$ cat src/rtl/riscv_pkg.sv
// Shared RV32I pipeline types: widths and the ControlUnit control bundle.
package riscv_pkg;

  localparam int unsigned XLEN_DEFAULT = 32;
  localparam int unsigned ALUCTRL_W    = 3;
  localparam int unsigned REG_ADDR_W   = 5;

  typedef struct packed {
    logic                 RegisterWrite;
    logic                 ALUSourceSelect;
    logic                 MemoryWrite;
    logic                 ResultSourceSelect;
    logic                 Branch;
    logic [ALUCTRL_W-1:0] ALUcontrol;
  } ctrl_bundle_t;

  localparam ctrl_bundle_t CTRL_BUBBLE = '0;

endpackage

$ cat src/rtl/id_ex_stage_if.sv
// Decode/execute boundary signals; master = decode side, slave = the ID/EX stage.
interface id_ex_stage_if
  import riscv_pkg::*;
#(
  parameter int unsigned XLEN  = XLEN_DEFAULT,
  parameter int unsigned CNT_W = 16
);

  logic                  d_valid;
  logic                  d_RegisterWrite;
  logic                  d_ALUSourceSelect;
  logic                  d_MemoryWrite;
  logic                  d_ResultSourceSelect;
  logic                  d_Branch;
  logic [ALUCTRL_W-1:0]  d_ALUcontrol;
  logic [REG_ADDR_W-1:0] d_rs1, d_rs2, d_rd;
  logic [XLEN-1:0]       d_rs1_data, d_rs2_data, d_imm, d_pc, d_pc_plus4;
  logic                  flush_e;

  logic                  e_valid;
  logic                  e_RegisterWrite;
  logic                  e_ALUSourceSelect;
  logic                  e_MemoryWrite;
  logic                  e_ResultSourceSelect;
  logic                  e_Branch;
  logic [ALUCTRL_W-1:0]  e_ALUcontrol;
  logic [REG_ADDR_W-1:0] e_rs1, e_rs2, e_rd;
  logic [XLEN-1:0]       e_rs1_data, e_rs2_data, e_imm, e_pc, e_pc_plus4;
  logic                  stall_fd;
  logic [CNT_W-1:0]      stall_count, flush_count;

  modport master (
    output d_valid, d_RegisterWrite, d_ALUSourceSelect, d_MemoryWrite, d_ResultSourceSelect,
           d_Branch, d_ALUcontrol, d_rs1, d_rs2, d_rd, d_rs1_data, d_rs2_data, d_imm, d_pc,
           d_pc_plus4, flush_e,
    input  e_valid, e_RegisterWrite, e_ALUSourceSelect, e_MemoryWrite, e_ResultSourceSelect,
           e_Branch, e_ALUcontrol, e_rs1, e_rs2, e_rd, e_rs1_data, e_rs2_data, e_imm, e_pc,
           e_pc_plus4, stall_fd, stall_count, flush_count
  );

  modport slave (
    input  d_valid, d_RegisterWrite, d_ALUSourceSelect, d_MemoryWrite, d_ResultSourceSelect,
           d_Branch, d_ALUcontrol, d_rs1, d_rs2, d_rd, d_rs1_data, d_rs2_data, d_imm, d_pc,
           d_pc_plus4, flush_e,
    output e_valid, e_RegisterWrite, e_ALUSourceSelect, e_MemoryWrite, e_ResultSourceSelect,
           e_Branch, e_ALUcontrol, e_rs1, e_rs2, e_rd, e_rs1_data, e_rs2_data, e_imm, e_pc,
           e_pc_plus4, stall_fd, stall_count, flush_count
  );

endinterface

$ cat src/rtl/load_use_detect.sv
// Load-use hazard: the load in execute writes a register the decode instruction reads.
module load_use_detect
  import riscv_pkg::*;
(
  input  logic                  e_valid,
  input  logic                  e_load,
  input  logic                  e_reg_write,
  input  logic [REG_ADDR_W-1:0] e_rd,
  input  logic                  d_valid,
  input  logic                  d_mem_write,
  input  logic                  d_branch,
  input  logic                  d_alu_src,
  input  logic [REG_ADDR_W-1:0] d_rs1,
  input  logic [REG_ADDR_W-1:0] d_rs2,
  output logic                  hazard
);

  logic uses_rs2;

  // rs2 is only a real source for stores, branches and reg-reg ALU ops
  assign uses_rs2 = d_mem_write | d_branch | ~d_alu_src;

  assign hazard = e_valid & e_load & e_reg_write & (e_rd != '0) & d_valid &
                  ((e_rd == d_rs1) | ((e_rd == d_rs2) & uses_rs2));

endmodule

$ cat src/rtl/id_ex_stage.sv
// ID/EX pipeline register with load-use stall, flush bubble and saturating event counters.
module id_ex_stage
  import riscv_pkg::*;
#(
  parameter int unsigned XLEN  = XLEN_DEFAULT,
  parameter int unsigned CNT_W = 16
) (
  input logic          clk,
  input logic          reset,
  id_ex_stage_if.slave bus
);

  ctrl_bundle_t          d_ctrl, e_ctrl;
  logic                  e_valid, hazard, stall;
  logic [REG_ADDR_W-1:0] e_rs1, e_rs2, e_rd;
  logic [XLEN-1:0]       e_rs1_data, e_rs2_data, e_imm, e_pc, e_pc_plus4;
  logic [CNT_W-1:0]      stall_count, flush_count;

  always_comb begin
    d_ctrl                    = CTRL_BUBBLE;
    d_ctrl.RegisterWrite      = bus.d_RegisterWrite;
    d_ctrl.ALUSourceSelect    = bus.d_ALUSourceSelect;
    d_ctrl.MemoryWrite        = bus.d_MemoryWrite;
    d_ctrl.ResultSourceSelect = bus.d_ResultSourceSelect;
    d_ctrl.Branch             = bus.d_Branch;
    d_ctrl.ALUcontrol         = bus.d_ALUcontrol;
  end

  load_use_detect u_load_use_detect (
    .e_valid     (e_valid),
    .e_load      (e_ctrl.ResultSourceSelect),
    .e_reg_write (e_ctrl.RegisterWrite),
    .e_rd        (e_rd),
    .d_valid     (bus.d_valid),
    .d_mem_write (bus.d_MemoryWrite),
    .d_branch    (bus.d_Branch),
    .d_alu_src   (bus.d_ALUSourceSelect),
    .d_rs1       (bus.d_rs1),
    .d_rs2       (bus.d_rs2),
    .hazard      (hazard)
  );

  // Flush only masks the stall output; the hazard compare never sees flush_e
  assign stall = hazard & ~bus.flush_e;

  always_ff @(posedge clk) begin
    if (reset) begin
      e_valid     <= 1'b0;
      e_ctrl      <= CTRL_BUBBLE;
      e_rs1       <= '0;
      e_rs2       <= '0;
      e_rd        <= '0;
      e_rs1_data  <= '0;
      e_rs2_data  <= '0;
      e_imm       <= '0;
      e_pc        <= '0;
      e_pc_plus4  <= '0;
      stall_count <= '0;
      flush_count <= '0;
    end else begin
      if (bus.flush_e || hazard) begin
        e_valid <= 1'b0;
        e_ctrl  <= CTRL_BUBBLE;
      end else begin
        e_valid    <= bus.d_valid;
        e_ctrl     <= bus.d_valid ? d_ctrl : CTRL_BUBBLE;
        e_rs1      <= bus.d_rs1;
        e_rs2      <= bus.d_rs2;
        e_rd       <= bus.d_rd;
        e_rs1_data <= bus.d_rs1_data;
        e_rs2_data <= bus.d_rs2_data;
        e_imm      <= bus.d_imm;
        e_pc       <= bus.d_pc;
        e_pc_plus4 <= bus.d_pc_plus4;
      end
      if (stall && (stall_count != '1))
        stall_count <= stall_count + CNT_W'(1);
      if (bus.flush_e && bus.d_valid && (flush_count != '1))
        flush_count <= flush_count + CNT_W'(1);
    end
  end

  assign bus.e_valid              = e_valid;
  assign bus.e_RegisterWrite      = e_ctrl.RegisterWrite;
  assign bus.e_ALUSourceSelect    = e_ctrl.ALUSourceSelect;
  assign bus.e_MemoryWrite        = e_ctrl.MemoryWrite;
  assign bus.e_ResultSourceSelect = e_ctrl.ResultSourceSelect;
  assign bus.e_Branch             = e_ctrl.Branch;
  assign bus.e_ALUcontrol         = e_ctrl.ALUcontrol;
  assign bus.e_rs1                = e_rs1;
  assign bus.e_rs2                = e_rs2;
  assign bus.e_rd                 = e_rd;
  assign bus.e_rs1_data           = e_rs1_data;
  assign bus.e_rs2_data           = e_rs2_data;
  assign bus.e_imm                = e_imm;
  assign bus.e_pc                 = e_pc;
  assign bus.e_pc_plus4           = e_pc_plus4;
  assign bus.stall_fd             = stall;
  assign bus.stall_count          = stall_count;
  assign bus.flush_count          = flush_count;

endmodule

$ cat src/flat_wrapper.sv
// flat-port wrapper written by rule: the top's interface ports become plain ports
module id_ex_stage_flat import riscv_pkg::*;
#(
  parameter int unsigned XLEN  = XLEN_DEFAULT,
  parameter int unsigned CNT_W = 16
)
  (clk, reset, bus_d_valid, bus_d_RegisterWrite, bus_d_ALUSourceSelect, bus_d_MemoryWrite, bus_d_ResultSourceSelect, bus_d_Branch, bus_d_ALUcontrol, bus_d_rs1, bus_d_rs2, bus_d_rd, bus_d_rs1_data, bus_d_rs2_data, bus_d_imm, bus_d_pc, bus_d_pc_plus4, bus_flush_e, bus_e_valid, bus_e_RegisterWrite, bus_e_ALUSourceSelect, bus_e_MemoryWrite, bus_e_ResultSourceSelect, bus_e_Branch, bus_e_ALUcontrol, bus_e_rs1, bus_e_rs2, bus_e_rd, bus_e_rs1_data, bus_e_rs2_data, bus_e_imm, bus_e_pc, bus_e_pc_plus4, bus_stall_fd, bus_stall_count, bus_flush_count);
  id_ex_stage_if #(.XLEN(XLEN), .CNT_W(CNT_W)) bus_i ();
  input logic clk;
  input logic reset;
  input wire logic [$bits(bus_i.d_valid)-1:0] bus_d_valid;
  input wire logic [$bits(bus_i.d_RegisterWrite)-1:0] bus_d_RegisterWrite;
  input wire logic [$bits(bus_i.d_ALUSourceSelect)-1:0] bus_d_ALUSourceSelect;
  input wire logic [$bits(bus_i.d_MemoryWrite)-1:0] bus_d_MemoryWrite;
  input wire logic [$bits(bus_i.d_ResultSourceSelect)-1:0] bus_d_ResultSourceSelect;
  input wire logic [$bits(bus_i.d_Branch)-1:0] bus_d_Branch;
  input wire logic [$bits(bus_i.d_ALUcontrol)-1:0] bus_d_ALUcontrol;
  input wire logic [$bits(bus_i.d_rs1)-1:0] bus_d_rs1;
  input wire logic [$bits(bus_i.d_rs2)-1:0] bus_d_rs2;
  input wire logic [$bits(bus_i.d_rd)-1:0] bus_d_rd;
  input wire logic [$bits(bus_i.d_rs1_data)-1:0] bus_d_rs1_data;
  input wire logic [$bits(bus_i.d_rs2_data)-1:0] bus_d_rs2_data;
  input wire logic [$bits(bus_i.d_imm)-1:0] bus_d_imm;
  input wire logic [$bits(bus_i.d_pc)-1:0] bus_d_pc;
  input wire logic [$bits(bus_i.d_pc_plus4)-1:0] bus_d_pc_plus4;
  input wire logic [$bits(bus_i.flush_e)-1:0] bus_flush_e;
  output wire logic [$bits(bus_i.e_valid)-1:0] bus_e_valid;
  output wire logic [$bits(bus_i.e_RegisterWrite)-1:0] bus_e_RegisterWrite;
  output wire logic [$bits(bus_i.e_ALUSourceSelect)-1:0] bus_e_ALUSourceSelect;
  output wire logic [$bits(bus_i.e_MemoryWrite)-1:0] bus_e_MemoryWrite;
  output wire logic [$bits(bus_i.e_ResultSourceSelect)-1:0] bus_e_ResultSourceSelect;
  output wire logic [$bits(bus_i.e_Branch)-1:0] bus_e_Branch;
  output wire logic [$bits(bus_i.e_ALUcontrol)-1:0] bus_e_ALUcontrol;
  output wire logic [$bits(bus_i.e_rs1)-1:0] bus_e_rs1;
  output wire logic [$bits(bus_i.e_rs2)-1:0] bus_e_rs2;
  output wire logic [$bits(bus_i.e_rd)-1:0] bus_e_rd;
  output wire logic [$bits(bus_i.e_rs1_data)-1:0] bus_e_rs1_data;
  output wire logic [$bits(bus_i.e_rs2_data)-1:0] bus_e_rs2_data;
  output wire logic [$bits(bus_i.e_imm)-1:0] bus_e_imm;
  output wire logic [$bits(bus_i.e_pc)-1:0] bus_e_pc;
  output wire logic [$bits(bus_i.e_pc_plus4)-1:0] bus_e_pc_plus4;
  output wire logic [$bits(bus_i.stall_fd)-1:0] bus_stall_fd;
  output wire logic [$bits(bus_i.stall_count)-1:0] bus_stall_count;
  output wire logic [$bits(bus_i.flush_count)-1:0] bus_flush_count;
  assign bus_i.d_valid = bus_d_valid;
  assign bus_i.d_RegisterWrite = bus_d_RegisterWrite;
  assign bus_i.d_ALUSourceSelect = bus_d_ALUSourceSelect;
  assign bus_i.d_MemoryWrite = bus_d_MemoryWrite;
  assign bus_i.d_ResultSourceSelect = bus_d_ResultSourceSelect;
  assign bus_i.d_Branch = bus_d_Branch;
  assign bus_i.d_ALUcontrol = bus_d_ALUcontrol;
  assign bus_i.d_rs1 = bus_d_rs1;
  assign bus_i.d_rs2 = bus_d_rs2;
  assign bus_i.d_rd = bus_d_rd;
  assign bus_i.d_rs1_data = bus_d_rs1_data;
  assign bus_i.d_rs2_data = bus_d_rs2_data;
  assign bus_i.d_imm = bus_d_imm;
  assign bus_i.d_pc = bus_d_pc;
  assign bus_i.d_pc_plus4 = bus_d_pc_plus4;
  assign bus_i.flush_e = bus_flush_e;
  assign bus_e_valid = bus_i.e_valid;
  assign bus_e_RegisterWrite = bus_i.e_RegisterWrite;
  assign bus_e_ALUSourceSelect = bus_i.e_ALUSourceSelect;
  assign bus_e_MemoryWrite = bus_i.e_MemoryWrite;
  assign bus_e_ResultSourceSelect = bus_i.e_ResultSourceSelect;
  assign bus_e_Branch = bus_i.e_Branch;
  assign bus_e_ALUcontrol = bus_i.e_ALUcontrol;
  assign bus_e_rs1 = bus_i.e_rs1;
  assign bus_e_rs2 = bus_i.e_rs2;
  assign bus_e_rd = bus_i.e_rd;
  assign bus_e_rs1_data = bus_i.e_rs1_data;
  assign bus_e_rs2_data = bus_i.e_rs2_data;
  assign bus_e_imm = bus_i.e_imm;
  assign bus_e_pc = bus_i.e_pc;
  assign bus_e_pc_plus4 = bus_i.e_pc_plus4;
  assign bus_stall_fd = bus_i.stall_fd;
  assign bus_stall_count = bus_i.stall_count;
  assign bus_flush_count = bus_i.flush_count;
  id_ex_stage #(.XLEN(XLEN), .CNT_W(CNT_W)) u_core (.clk(clk), .reset(reset), .bus(bus_i));
endmodule
$ cat config.mk
export PLATFORM = sky130hd
export DESIGN_NAME = id_ex_stage_flat
export DESIGN_NICKNAME = d
export VERILOG_FILES = /design/src/rtl/riscv_pkg.sv /design/src/rtl/id_ex_stage_if.sv /design/src/rtl/load_use_detect.sv /design/src/rtl/id_ex_stage.sv /design/src/flat_wrapper.sv
export SDC_FILE = /design/constraint.sdc
export NUM_CORES = 1
export LEC_CHECK = 0
export CORE_AREA = 4 4 163 282
export DETAILED_ROUTE_END_ITERATION = 16
export DIE_AREA = 0 0 167 286
export GPL_ROUTABILITY_DRIVEN = 0
export GPL_TIMING_DRIVEN = 0
export HOLD_SLACK_MARGIN = 0.1
export PLACE_DENSITY_LB_ADDON = 0.15
export SLEW_MARGIN = 20
export SYNTH_ARGS = -nofsm -noshare
export SYNTH_HDL_FRONTEND = slang
export SYNTH_SLANG_ARGS = --single-unit
$ cat constraint.sdc
create_clock -name clk -period 2.94 [get_ports clk]
set_input_delay 0.735 -clock clk [delete_from_list [all_inputs] [get_ports clk]]
set_output_delay 0.735 -clock clk [all_outputs]
set_load 0.02 [all_outputs]
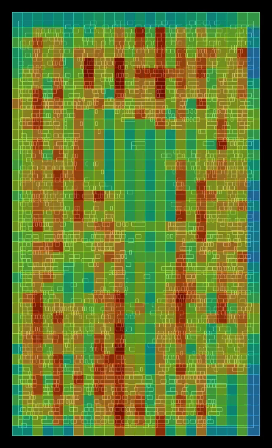
Figure 1: run 1, routing congestion map.
Tot GR Track Use: 22.1%
routing usage on met1: 22.5%

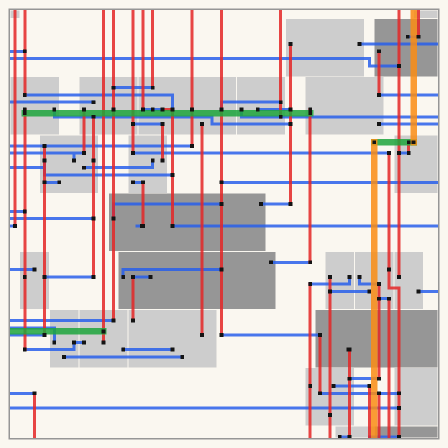
Figure 2: run 1, zoomed window.
Region (115, 62) to (135, 82) um. Cells in gray, sequential cells in the stronger gray; small squares are vias.
Key: orange = met4; green = met3; blue = met1; red = met2
Most frequent: dfxtp_1 (3), nor2_1 (2), clkdlybuf4s50_1 (2). Sequential cells in the window: 3. Netlist names of flops here include u_core.bus.stall_count (2), u_core.bus.flush_count (1). 19 logic cells have their middle in the window.

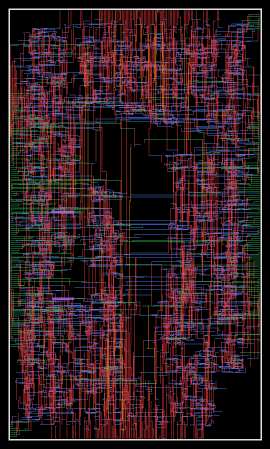
Figure 3: run 1, metal layers overlaid.
(1.5 px per um)
Key: blue = met1 [wire length 20.1 mm]; red = met2 [wire length 29.9 mm]; orange = met4 [wire length 1700 um]; green = met3 [wire length 4450 um]; purple = met5 [wire length 26.7 um]
final wirelength: 56200 um
count of vias placed by the detailed router: 14.5k
post-DR wirelength/cell: 21.1 um

==> run summary, run 1 <==
Notes on the flow run.

- The run finished with clean final reports.
- The design draws between 8000 and 9000 uW.
- The die is roughly 290 um tall.
- The synthesized area per cell is between 7 and 8 um2, for reference.
- The maximum number of pins on one net before global-route repair is 19, for reference.
- The setup path with the least slack is of type primary input to output port.
- Compared with the post-synthesis result, the final layout area differs by 43.3%.
- Counting tap cells, the placed design contains a total of ~2.6k instances.
- The longest individual stage delay on the worst path is between 500 and 600 ps, for reference.
- The yosys stat cell total is approximately 1.7k, for reference.
- Setup repair after global routing left no endpoint under its margin.
- The count of buffers from port buffering is around 400, for reference.
- The number of routed nets with antenna violations is 0, for reference.
- The dominant synthesized flop cell is sky130_fd_sc_hd__dfxtp_1, for reference.
- Counting instances, the worst hold path has a depth of 2.
- The cell repeated most along the worst path is sky130_fd_sc_hd__buf_6, for reference.
- The number of flops mapped to enable cells by yosys is 0, for reference.
- The synthesized design contains ~220 register bits.
- Yosys reported that registers with async set or reset make up 0%.
- Prior to clock tree synthesis, the placed netlist has a worst setup slack of -1390 ps.
- The residual DRC count is 0, for reference.
- The first-pass GRT wire length is around 86000 um, for reference.
- After layout, the setup clock skew is reported as between 20 and 25 ps.
- The type of destination of the critical path is an output port, for reference.
- At the pin with the least slew margin, the transition time is around 860 ps.
- Per the synthesis report, the dominant area consumer among library cells is sky130_fd_sc_hd__dfxtp_1.
- The net count of the finished layout is between 2k and 2.5k, for reference.
- The initial antenna violation count was 6.
- The maximum ir drop on the vdd rail is roughly 0.00033 V, for reference.
- The cell type group with the largest total delay on the critical path is buffers and inverters, for reference.
- The accumulated negative setup slack is 0 ps, for reference.
- The HPWL after detailed placement is ~43000 um.
- The post-placement cell area is roughly 0.018 mm2.
- The number of warnings the tools reported is 26, for reference.
- The required time of the critical path is 2200 ps, for reference.
- The leakage power summed over all cells is about 0.007 uW, for reference.
- For reference, the final report shows the max-slew violation count at 0.
- Across all hold checks on the routed design, the worst slack comes to 509 ps.
- Leaving out fill and tap cells, the most frequent cells in the layout are 391 x sky130_fd_sc_hd__clkdlybuf4s50_1, 360 x sky130_fd_sc_hd__nand2_1, 213 x sky130_fd_sc_hd__dfxtp_1, 180 x sky130_fd_sc_hd__o21ai_0, 176 x sky130_fd_sc_hd__nor3b_1.
- The least setup slack across all paths after layout is between 70 and 80 ps, for reference.
- No sink is reached through more buffers than the 3 on the longest clock path.
- The path class of the tightest hold or removal check is flop to flop.
- In this run the number of cells on the critical path is 8.
- The post-route minimum period is approximately 2900 ps, for reference.
- The core outline area is 0.0436 mm2, for reference.
- The most frequently used library cell after synthesis is sky130_fd_sc_hd__nand2_1.
- The clock latency on the worst-skew pair is roughly 550 ps, for reference.
- The worst-case reg-to-reg path depth is 7, for reference.
- The cell area power density is 474 mW/mm2, for reference.
- Global routing finished with a remaining overflow of 0.
- The top logic cell by instance count in the layout is sky130_fd_sc_hd__clkdlybuf4s50_1, for reference.
- Of the cells placed in the final design, the portion with a size suffix greater than 1 is approximately 4.5%.
- The clock slew at the register clock pins of the worst setup and hold paths is 60 ps, for reference.
- The number of iterations in the first detailed-routing pass is 8, for reference.
- Per STA, the worst path is made up of clkdlybuf4s50_1 -> xor2_1 -> nor2_1 -> a22oi_2 -> buf_6 -> buf_12 -> nor2_4 -> buf_6.
- The ratio of routed vias to standard cells is between 5 and 6, for reference.
- Yosys reports that the leading cell type by area covers ~33% of the netlist area.
- Synthesis instantiated 50 different standard cells from the library.
- The register-to-register path setup slack is 190 ps, for reference.
- The netlist area before placement is between 0.01 and 0.015 mm2, for reference.
- Post-synthesis, Yosys gives the total cell area as 0.0130 mm2.
- The upper clock frequency limit is 349 MHz, for reference.
- The CTS tree is yes, for reference.
- The number of buffers and inverters on the critical path is 4, for reference.
- The post-CTS hold buffer count recorded in the log is 0.
- The OpenROAD report gives the critical path a data arrival time of 2130 ps.
- At the floorplan stage, the core utilization is reported as between 20% and 30%.
- Headroom to the max-slew limit came out at 42.9%.
- After technology mapping, the gate count stands at ~1.7k.
- The die area is approximately 0.048 mm2, for reference.
- The report lists the number of cells resized after CTS as 27.
- Per Yosys stat, the portion of area used by sequential elements is ~33%.
- For this design, the sink count on the clock tree is 216.
- The final hold violation count is 0, for reference.
- The total number of H-tree levels is 1, for reference.
- The total of max-cap violations is 0, for reference.
- The number of cell rows is ~100, for reference.
- Once layout is done, the placed cells without fillers occupy 0.0186 mm2.
- The count of buffers added by post-CTS timing repair for setup is 3, for reference.
- Max fanout on the critical path was recorded as 3.
- The ratio of final minimum period to clock period is 97.5%, for reference.
- The number of top-level design ports is roughly 400, for reference.
- The commonest cells after synthesis are 360 x sky130_fd_sc_hd__nand2_1, 216 x sky130_fd_sc_hd__dfxtp_1, 180 x sky130_fd_sc_hd__o21ai_0.
- The count of final setup violators is 0, for reference.
- The number of global-route vias before repair is roughly 15k, for reference.
- The largest individual stage delay along the critical path comes from the cell sky130_fd_sc_hd__clkdlybuf4s50_1.
- The startpoint kind of the worst setup timing path is a primary input, for reference.
- The post-route utilization of the core is recorded as a little over two fifths.
- Per the post-synthesis report, the nets total ~1.8k.
- The die outline width is approximately 170 um, for reference.
- In this run, the number of DRC markers left after iteration 0 of detailed routing was about 1k.
- The post-layout instance count excluding filler cells is between 2k and 3k, for reference.
- For reference, the top cells by area after synthesis are sky130_fd_sc_hd__dfxtp_1 33%, sky130_fd_sc_hd__a211o_1 12%, sky130_fd_sc_hd__nor4b_1 12%.
- Looking at the clock tree report, the root buffer type is sky130_fd_sc_hd__clkbuf_16.
- Per the TritonCTS log, the buffer count is 25.
-- run 1: report_power, final --
part           leakage (uW)  internal, uW  switching, uW
clock network      0.000392          1800           1360
logic               0.00473          1080           1160
registers           0.00179          3190            218
total               0.00692          6070           2740
-- run 1: cell families after synthesis --
| group | share of synthesized area, % |
|---|---|
| mux | 1.02 |
| xor+xnor | 0.946 |
| fa+ha+maj | 0.193 |
| flops | 33.4 |
| compound gates | 20.4 |
| buf+inv | 6.17 |
| simple gates | 37.9 |
-- run 1: layout make-up --
class,count,area [um2]
Clock buffer,36,727
Clock inverter,7,66.3
Timing Repair Buffer,406,4040
Fill cell,4407,25000
Antenna cell,4,10.0
Multi-Input combinational cell,1244,7890
Sequential cell,216,4330
Tap cell,566,708
Buffer,182,783
Inverter,6,22.5
-- run 1: worst paths after layout --
kind,startpoint,end
worst max-delay path,bus_d_rs1[0],bus_stall_fd
worst min-delay path,u_core.bus.flush_count[5],u_core.bus.flush_count[5]
worst max register to register,u_core.bus.e_rd[4],u_core.bus.e_pc_plus4[3]
worst min register to register,u_core.bus.flush_count[5],u_core.bus.flush_count[5]
-- run 1: state kept, by name, indices dropped and copies added (netlist names), 3 cells and up --
signal	cells
u_core.bus.e_imm	32
u_core.bus.e_pc	32
u_core.bus.e_pc_plus4	32
u_core.bus.e_rs1_data	32
u_core.bus.e_rs2_data	32
u_core.bus.flush_count	16
u_core.bus.stall_count	16
u_core.bus.e_rd	5
u_core.bus.e_rs1	5
u_core.bus.e_rs2	5
u_core.bus.e_ALUcontrol	3
-- run 1: per-layer routing --
layer	vias to the layer above	track usage [%]	routed length, um	share of wire [%]
li1	6905	-	-	-
met1	6962	22.5	20100	36
met2	552	42.7	29900	53
met3	91	6.29	4450	7.9
met4	4	7.06	1700	3.0
met5	-	0	26	0.046
Figure 4. Clock wires, drivers and flops (run 1).
(1 px per um)
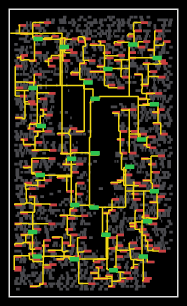

==> run 2: changes to the inputs <==
- PLACE_DENSITY: not set -> 0.59
- PLACE_DENSITY_LB_ADDON: 0.15 -> not set
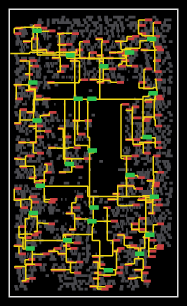
Figure 5: run 2, clock wires, drivers and flops.
(1 px per um)
Key: red = flip-flops [count 216]; yellow = clock wires [length 3800 um]; green = cells driving clock nets [count 24]
Position of the flops: widely spread.

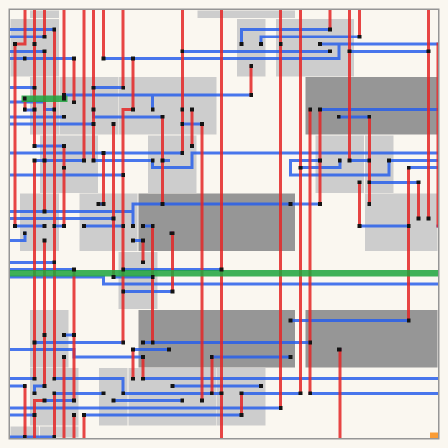
Figure 6: run 2, zoomed window.
Region (115, 62) to (135, 82) um. Cells in gray, sequential cells in the stronger gray; small squares are vias.
Key: orange = met4; green = met3; blue = met1; red = met2
Sequential cells in the window: 4. Most frequent: dfxtp_1 (4), nor2_1 (3). Netlist names of flops here include u_core.bus.stall_count (3), u_core.bus.flush_count (1). 23 logic cells have their middle in the window.

==> run summary, run 2 <==
Notes on the flow run.

- The power of the clock network is roughly 3200 uW, for reference.
- In the layout the commonest cells are 391 x sky130_fd_sc_hd__clkdlybuf4s50_1, 360 x sky130_fd_sc_hd__nand2_1, 213 x sky130_fd_sc_hd__dfxtp_1, 180 x sky130_fd_sc_hd__o21ai_0, 176 x sky130_fd_sc_hd__nor3b_1.
- The layout has 6 inverters outside the clock class.
- The report lists the cells along the critical path as clkdlybuf4s50_1 -> xor2_1 -> a21oi_2 -> a22oi_2 -> buf_4 -> buf_12 -> nor2_4 -> buf_6.
- The count of final setup violators is 0, for reference.
- The leftover overflow at the end of global routing is 0, for reference.
- The net switching fraction of the power is 30.8%, for reference.
- The maximum number of pins on one net before global-route repair is 19, for reference.
- The post-layout instance count excluding filler cells is about 2.7k, for reference.
- The endpoint of the worst hold path is reported as u_core.bus.flush_count[5].
- The flow ran to the end, and the final reports show no timing, DRC or antenna violations.
- The tightest min-delay check is of the flop to flop type.
- The analysis attributes to cell leakage a power of 0.00691 uW.
- STA classifies the critical path startpoint as a primary input.
- At the worst endpoint, the arrival time is about 2200 ps.
- The switching power of the nets is approximately 2700 uW, for reference.
- The accumulated negative setup slack is 0 ps, for reference.
- Across all checked pins, the minimum headroom to the slew limit is slightly below 40%.
- The proportion of cell area occupied by registers is a little under a quarter, for reference.
- Sequential cells burn 38.7% of the power.
- The internal power is just over 6000 uW, for reference.
- The cell type taking the most area is logic gates, for reference.
- Summed over all instances, the cell type with the most area after synthesis is sky130_fd_sc_hd__dfxtp_1.
- The pre-CTS setup slack is -1240 ps, for reference.
- At the floorplan stage, the core utilization is reported as between 20% and 30%.
- The clock slew at the register clock pins of the worst setup and hold paths is 60 ps, for reference.
- The number of cell rows is around 100, for reference.
- According to the floorplan report, the placeable core area is 0.0436 mm2.
- The number of iterations in the first detailed-routing pass is 7, for reference.
- Clock tree buffers and inverters occupy around 4.3% of the routed design's cell area.
- The post-synthesis register bit count is approximately 220, for reference.
- In the final report, the number of pins over their slew limit comes to 0.
- The vertical die size is 286 um, for reference.
- The transition time recorded at the tightest slew-check pin is between 900 and 1000 ps.
- In the placement report, post-DP HPWL is listed as between 40000 and 50000 um.
- The final route contains 14.5k vias.
- Looking at the clock tree report, the H-tree level count equals 1.
- Summing internal, switching and leakage power gives roughly 8800 uW.
- The cell with the largest stage delay on the worst path is sky130_fd_sc_hd__clkdlybuf4s50_1, for reference.
- The buffering overhead is 26.0%, for reference.
- The mapped netlist covers between 0.01 and 0.015 mm2.
- The logic gate share of total power is 25.5%, for reference.
- The reported sequential group power is approximately 3400 uW, for reference.
- The cell-mix breakdown from Yosys lists the simple-gate area share as 37.9%.
- After detailed routing, the wire length on met1 is between 20000 and 25000 um.
- Looking at the critical path, the highest net fanout was 2.
- The plain and repair buffers instantiated in the layout total a little under 600.
- On the worst path, the slowest cell contributes a delay of approximately 440 ps.
- For this sky-water flow run, the detailed-routed wirelength per cell is reported as 21.2 um.
- Cells fill between 40 and 50% of the core in the end.
- The ratio of routed vias to standard cells is between 5 and 6, for reference.
- Cells with a size suffix above 1 make up around 4.2% of the layout.
- Per report_power, the Combinational row totals ~2300 uW.
- Setup repair after global routing could not meet its margin everywhere.
- The initial antenna violation count is 6.
- After technology mapping, the gate count stands at between 1.5k and 2k.
- The worst hold margin is about 500 ps, for reference.
- The worst-case reg-to-reg path depth is 7, for reference.
- The xor-xnor portion of the synthesized cell area is 0.946%, for reference.
- Summed over all layers, the routed wires come to about 56000 um.
- After Yosys synthesis, AND-OR and OR-AND compound gates account for approximately a fifth of the synthesized area.
- In this run the count of I/O pins placed on the die edge is just over 400.
- The cell total after placement is 2617, for reference.
- The endpoint identified for the worst register-to-register timing path is u_core.bus.e_imm[1].
- The number of clock sinks came to 216.
- Endpoints failing hold in the final report were tallied at 0.
- The start of the worst register-to-register path is u_core.bus.e_rd[4], for reference.
- The chip area estimate from yosys synthesis is 0.0130 mm2, for reference.
- The detailed router reports a met3 wire length of 4550 um.
- The most common cell in the synthesized netlist is sky130_fd_sc_hd__nand2_1.
- The cell sitting at the root of the clock tree is a sky130_fd_sc_hd__clkbuf_16.
- From synthesis to final layout, the design area changed by 43.1%.
- The filler cells instantiated in the layout total ~4.4k.
- The number of instances on the worst hold path is 2, for reference.
- Counting distinct cell types in the post-synthesis netlist gives approximately 50.
- Overall routing resource usage recorded by global route was 22.1%.
- Per the OpenROAD floorplan log, the width of the die is around 170 um.
- The multi-input logic portion of the cell area is between 40% and 50%, for reference.
- In the Yosys report, the sequential cells make up 33.4% of the chip area.
- The design area is ~0.019 mm2, for reference.
- The overall die size recorded for this design is 0.0478 mm2.
- Leaving out fill and tap cells, the most frequent cell in the layout is sky130_fd_sc_hd__clkdlybuf4s50_1.
- The number of warnings the tools reported is 27, for reference.
- The adder and majority gate portion of the synthesized area is less than 1%, for reference.
- As logged by OpenROAD, the buffers inserted on ports number between 400 and 500.
- For this run, asynchronously set or reset flops after synthesis account for 0%.
- The final sequential cell count is around 220, for reference.
- The dominant synthesized flop cell is sky130_fd_sc_hd__dfxtp_1, for reference.
- The hold-fix buffer count after cts is 0, for reference.
- As reported, the later end of the worst-skew pair has a clock insertion delay of roughly 540 ps.
- Broken down by cell family, the worst path's largest delay share belongs to buffers and inverters.
- The final design was reported to hold multi-input combinational gates totalling ~1.2k.
- Per the synthesis report, the single largest cell type by area occupies 33.4% of cell area.
- The first global-routing pass estimated around 86000 um of wire.
- For reference, the top cells by area after synthesis are sky130_fd_sc_hd__dfxtp_1 33%, sky130_fd_sc_hd__a211o_1 12%, sky130_fd_sc_hd__nor4b_1 12%.
- The detailed router used layers up to and including met5.
- The biggest power consumer among the groups is registers, for reference.
- The synthesized area per cell is 7.85 um2, for reference.
- The total of max-cap violations is 0, for reference.
- The script reports the combined buffer and inverter count of the critical path as 4.
- The CTS buffer count is 24, for reference.
- The number of routed nets with antenna violations is 0, for reference.
- The DRC violation total left in the routed layout is recorded as 0.
- The maximum ir drop on the vdd rail is between 0.0003 and 0.0004 V, for reference.
- In the final layout, the clock buffer count is 37.
- The combinational cell area excluding buffers and inverters is ~0.008 mm2, for reference.
- Per the hold report, the tightest min-delay path originates at u_core.bus.flush_count[5].
- The number of global-route vias before repair is roughly 15k, for reference.
- The upper clock frequency limit is ~350 MHz, for reference.
- The required time of the critical path is roughly 2200 ps, for reference.
- In this run the deepest clock path goes through 3 buffers.
- The placement stage leaves a total instance area of roughly 0.018 mm2.
- Across the placement rows, the number of tap cells is 566.
==> run 2: netlist changes by cell type in the layout (fill, tap and decap cells not counted), moves of 2 or more <==
cell / before / now
sky130_fd_sc_hd__xor2_2: 2 / 0
sky130_fd_sc_hd__clkbuf_8: 6 / 4
sky130_fd_sc_hd__xor2_1: 10 / 12
sky130_fd_sc_hd__clkinv_2: 4 / 2
sky130_fd_sc_hd__clkbuf_1: 140 / 143
sky130_fd_sc_hd__diode_2: 4 / 0
sky130_fd_sc_hd__dlygate4sd2_1: 4 / 7
==> run 2: worst max path at each step <==
stage	end	slack, ps	depth (start not counted)	startpoint
detailed placement	bus_stall_fd	-1240	9	bus_d_rs2[4]
global route	bus_stall_fd	-30	6	bus_d_valid
finish	bus_stall_fd	50	8	bus_d_rs2[2]
global placement	bus_stall_fd	-1260	9	bus_d_rs2[4]
CTS	bus_stall_fd	0.4	8	bus_d_rs1[2]
floorplan	bus_stall_fd	120	7	bus_d_rs2[0]
==> run 2: worst reg2reg max path: stages (launching register included) <==
cell and delay, ps:
sky130_fd_sc_hd__dfxtp_2 370, sky130_fd_sc_hd__nor3_1 400, sky130_fd_sc_hd__a21o_1 190, sky130_fd_sc_hd__buf_2 290, sky130_fd_sc_hd__buf_2 390, sky130_fd_sc_hd__clkbuf_1 490, sky130_fd_sc_hd__nor4b_1 130, sky130_fd_sc_hd__a211o_1 250
==> run 2: repair_timing <==
item | in CTS | in global routing
setup endpoints to repair | 1 | 6
setup buffers | 4 | 0
endpoints found under the hold margin | 0 | 0
pin swaps | 4 | 1
resized | 26 | 5
==> run 2: metal layers <==
layer / vias up / global-route usage, %
met5: - / 0
met4: 4 / 6.37
met3: 90 / 6.73
met2: 542 / 43.0
met1: 6987 / 22.5
li1: 6892 / -
Figure 7. Metal layers overlaid (run 2).
(1.5 px per um)
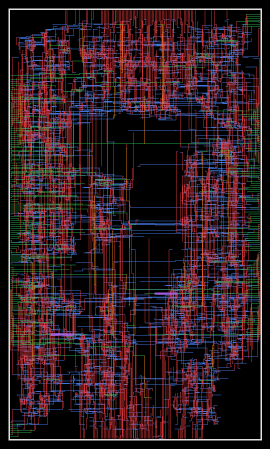

==> run 3: changes to the inputs <==
- ABC_AREA: not set -> 1
- CORE_AREA: 4 4 163 282 -> 4 4 133 230
- DIE_AREA: 0 0 167 286 -> 0 0 137 234
- PLACE_DENSITY: 0.59 -> 0.65
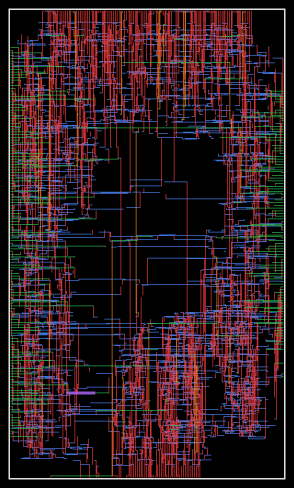
Figure 8: run 3, metal layers overlaid.
(2 px per um)
Key: blue = met1 [wire length 10900 um]; red = met2 [wire length 16800 um]; orange = met4 [wire length 1160 um]; green = met3 [wire length 2750 um]; purple = met5 [wire length 12.9 um]

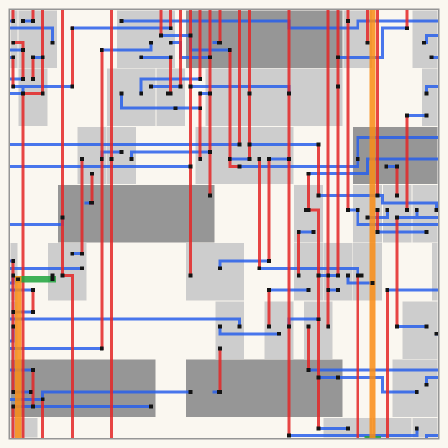
Figure 9: run 3, zoomed window.
Region (93, 48) to (113, 68) um. Cells in gray, sequential cells in the stronger gray; small squares are vias.
Key: blue = met1; red = met2; green = met3; orange = met4
31 logic cells have their middle in the window. Netlist names of flops here include u_core.bus.stall_count (3). Most frequent: nand2_1 (6), nor2_1 (6), dfxtp_1 (5). Sequential cells in the window: 5.

==> run summary, run 3 <==
Notes on the flow run.

- By startpoint and endpoint, the worst setup path is classified as primary input to output port.
- The share of Yosys cell area claimed by the top area cell type is roughly 50%, for reference.
- TritonCTS built the clock tree.
- The total routing usage reported by global routing is between 15 and 20%, for reference.
- Per the placement report, the placed cell count is about 1.9k.
- The worst hold margin is 478 ps, for reference.
- The synthesis report names the predominant flop master as sky130_fd_sc_hd__dfxtp_1.
- The post-synth count of flops with an enable pin is 0.
- The detailed router finished its first iteration with ~210 violations.
- Per the synthesis report, the dominant area consumer among library cells is sky130_fd_sc_hd__dfxtp_1.
- The number of cells on the worst hold path is listed as 2.
- The final core utilization is between 40% and 50%, for reference.
- The capture instance of the worst register-to-register path is u_core.bus.e_imm[27], for reference.
- The post-detailed-routing wire length is between 30000 and 40000 um, for reference.
- The most critical setup path has its endpoint at bus_stall_fd.
- The synthesized area per cell is around 7.5 um2, for reference.
- The start point of the critical path is bus_d_rs1[4], for reference.
- The area after detailed placement is about 0.013 mm2, for reference.
- The post-synthesis to final-layout area growth is 63.1%, for reference.
- The commonest cells after synthesis are 409 x sky130_fd_sc_hd__nor2_1, 216 x sky130_fd_sc_hd__dfxtp_1, 173 x sky130_fd_sc_hd__o21ai_0.
- The startpoint kind of the worst setup timing path is a primary input, for reference.
- Measured in cells, the most critical reg-to-reg path has a length of 12.
- For the worst-skew pair, the clock arrives at the later sink with an insertion delay of around 520 ps.
- The post-route minimum period is ~2900 ps, for reference.
- STA classifies the critical path endpoint as an output port.
- The leakage power summed over all cells is 0.00576 uW, for reference.
- After synthesis, the share of flip-flops with an asynchronous set or reset is 0%.
- The unique cell type count in the Yosys netlist is 30, for reference.
- In the routed layout, each cell is associated on average with a via count of between 4 and 5.
- The CTS buffer count is 22, for reference.
- The number of global-route vias before repair is about 8.5k, for reference.
- The share of post-route cells with drive strength above 1 is between 5 and 6%, for reference.
- The first-pass GRT wire length is approximately 46000 um, for reference.
- The sink count of the clock tree is 216, for reference.
- Entering global routing, the biggest net connects 15 pins.
- The number of nets in the synthesized netlist is 1315.
- The register share after synthesis is 51.0%, for reference.
- In the final report, the number of hold violations comes to 0.
- The yosys stat cell total is 1126, for reference.
- The vertical die size is around 230 um, for reference.
- The post-synthesis register bit count is between 200 and 250, for reference.
- The report counts max-capacitance violations totalling 0.
- For reference, the placement row count at floorplan is between 80 and 90.
- Looking at the hold checks, the worst path lands on u_core.bus.e_rs1_data[10].
- The final route contains 8631 vias.
- The die outline width is 137 um, for reference.
- The floorplan report gives the top-level pin count as just over 400.
- Per the timing report, the achievable frequency comes out to 350 MHz.
- The first detailed-routing pass took 6 iterations.
- The register-to-register path setup slack is 900 ps, for reference.
- The flow ran to the end, and the final reports show no timing, DRC or antenna violations.
- The clock slew at the register clock pins of the worst setup and hold paths is 60 ps, for reference.
- No sink is reached through more buffers than the 3 on the longest clock path.
- The chip area estimate from yosys synthesis is ~0.0085 mm2, for reference.
- The HPWL after detailed placement is between 20000 and 30000 um, for reference.
- The residual DRC count is 0, for reference.
- Synthesis handed over a netlist of around 1.1k instances.
- The core utilization before placement is between 20 and 30%, for reference.
- The net count of the finished layout is between 1.5k and 2k.
- The headroom to the max-slew limit is 57.0%, for reference.
- The critical path's slowest stage uses the library cell sky130_fd_sc_hd__clkdlybuf4s50_1.
- The die covers 0.0321 mm2.
- The total number of H-tree levels is 1, for reference.
- The number of routed nets with antenna violations is 0, for reference.
- Looking at the max-slew report, the worst-margin pin has a slew of ~640 ps.
- STA puts the critical path data arrival time at about 2100 ps.
- From the final report, the count of setup violators was given as 0.
- For reference, the critical path cell chain is clkdlybuf4s50_1 -> xnor2_1 -> nand3_1 -> nand2_2 -> nand3_4 -> inv_1 -> buf_2.
- The hold-fix buffer count after cts is 0, for reference.
- The start of the worst register-to-register path is u_core.bus.e_rd[4], for reference.
- The hold path startpoint is u_core.bus.e_rs1_data[10], for reference.
- The required time of the critical path is 2200 ps, for reference.
- The design draws 7600 uW.
- The design area is ~0.014 mm2, for reference.
- The cell area that synthesis handed to floorplanning was between 0.008 and 0.009 mm2.
- The longest individual stage delay on the worst path is about 460 ps, for reference.
- The accumulated negative setup slack is 0 ps, for reference.
- The most common cell in the synthesized netlist is sky130_fd_sc_hd__nor2_1.
- Leaving out fill and tap cells, the most frequent cells in the layout are 408 x sky130_fd_sc_hd__nor2_1, 398 x sky130_fd_sc_hd__clkdlybuf4s50_1, 216 x sky130_fd_sc_hd__dfxtp_1, 173 x sky130_fd_sc_hd__o21ai_0, 110 x sky130_fd_sc_hd__nand2_1.
- After layout, the worst path uses 97.1% of the clock period.
- The pre-CTS setup slack is -505 ps, for reference.
- Per the power-grid run, VDD falls by no more than 0.000531 V.
- Dividing the detail-routed wire length by the instance count gives 16.2 um.
- The buffer type at the clock tree root is sky130_fd_sc_hd__clkbuf_16, for reference.
- The core outline area is between 0.02 and 0.03 mm2, for reference.
- In this run the worst path has a maximum fanout of 4.
- The clock skew after layout is between 15 and 20 ps, for reference.
- The number of warnings reported in the yosys synthesis log is 0, for reference.
- The global route stage reports its total congestion overflow as 0.
- The kind of path behind the tightest hold check is flop to flop, for reference.
- The final-report max-slew violation count is 0, for reference.
- The top logic cell by instance count in the layout is sky130_fd_sc_hd__nor2_1, for reference.
- The number of warnings the tools reported is 26, for reference.
- The main area contributors are sky130_fd_sc_hd__dfxtp_1 51%, sky130_fd_sc_hd__nor2_1 18%, sky130_fd_sc_hd__o21ai_0 10%.
- The critical path in the final layout is reported with a setup slack of between 80 and 90 ps.
- The initial antenna violation count is 1, for reference.
- The cell area power density is 550 mW/mm2, for reference.
- The count of buffers from port buffering is around 400, for reference.
- The post-layout instance count excluding filler cells is about 2.0k, for reference.
-- run 3: cell count changes in the layout (fill, tap and decap cells not counted), sizes merged, moves of 113 or more --
cell,delta
clkbuf,-113
a211o,-175
nor4b,-175
nand2,-247
nor3b,-176
nor2,+382
-- run 3: worst max-delay path: cells and delay by family --
family / cells / cell delay [ps]
AND/OR/NAND/NOR: 3 / 380
XOR/XNOR: 1 / 310
buffers and inverters: 3 / 690
-- run 3: cells by family after synthesis --
kind of cell | count (synthesis) | synth area share (%)
AOI/OAI and AO/OA | 195 | 11.7
xor gates and xnor gates | 26 | 2.69
adders and majority gates | 2 | 0.295
buffers and inverters | 125 | 8.09
DFF | 216 | 51.0
and+or+nand+nor | 562 | 26.2
-- run 3: area by class of cell --
| class | count | area (um2) |
|---|---|---|
| Antenna cell | 2 | 5.00 |
| Buffer | 64 | 453 |
| Clock buffer | 33 | 673 |
| Clock inverter | 7 | 135 |
| Fill cell | 2822 | 14900 |
| Inverter | 61 | 233 |
| Multi-Input combinational cell | 785 | 3480 |
| Sequential cell | 216 | 4320 |
| Tap cell | 378 | 473 |
| Timing Repair Buffer | 405 | 4050 |
-- run 3: repair_timing --
item	in CTS	in global routing
pin swaps	2	1
gates resized	6	5
buffers inserted	0	2
cloned	0	0
setup endpoints to repair	1	1
-- run 3: per-layer routing --
| layer | vias up | wire length [um] | GRT usage [%] |
|---|---|---|---|
| li1 | 4414 | - | - |
| met1 | 3830 | 10900 | 17.6 |
| met2 | 326 | 16800 | 36.1 |
| met3 | 59 | 2750 | 5.56 |
| met4 | 2 | 1160 | 7.68 |
| met5 | - | 12 | 0 |
-- run 3: report_power, final --
group,internal (uW),switching (uW)
combinational,648,629
sequential,3100,94.3
clock,1930,1200

## Gallery

Signal wires on met4.
shot_01.png
(1.5 px per um)
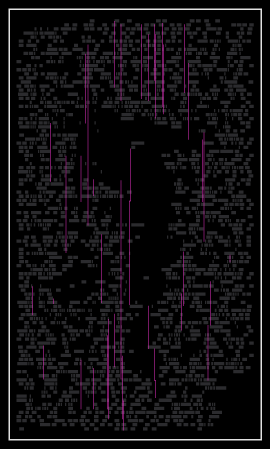
shot_02.png
(2 px per um)
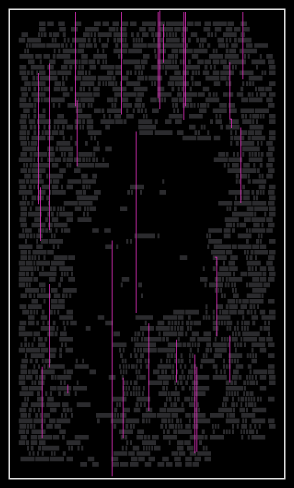
- largest die: shot_01.png
Run 1 is shot_01.png.
Run 3 is shot_02.png.

Key to shot_01.png:
29 nets have wire on it. The layer carries 1700 um of wire. The wires run mostly vertical.

Power is estimated from default activity; no workload was simulated.
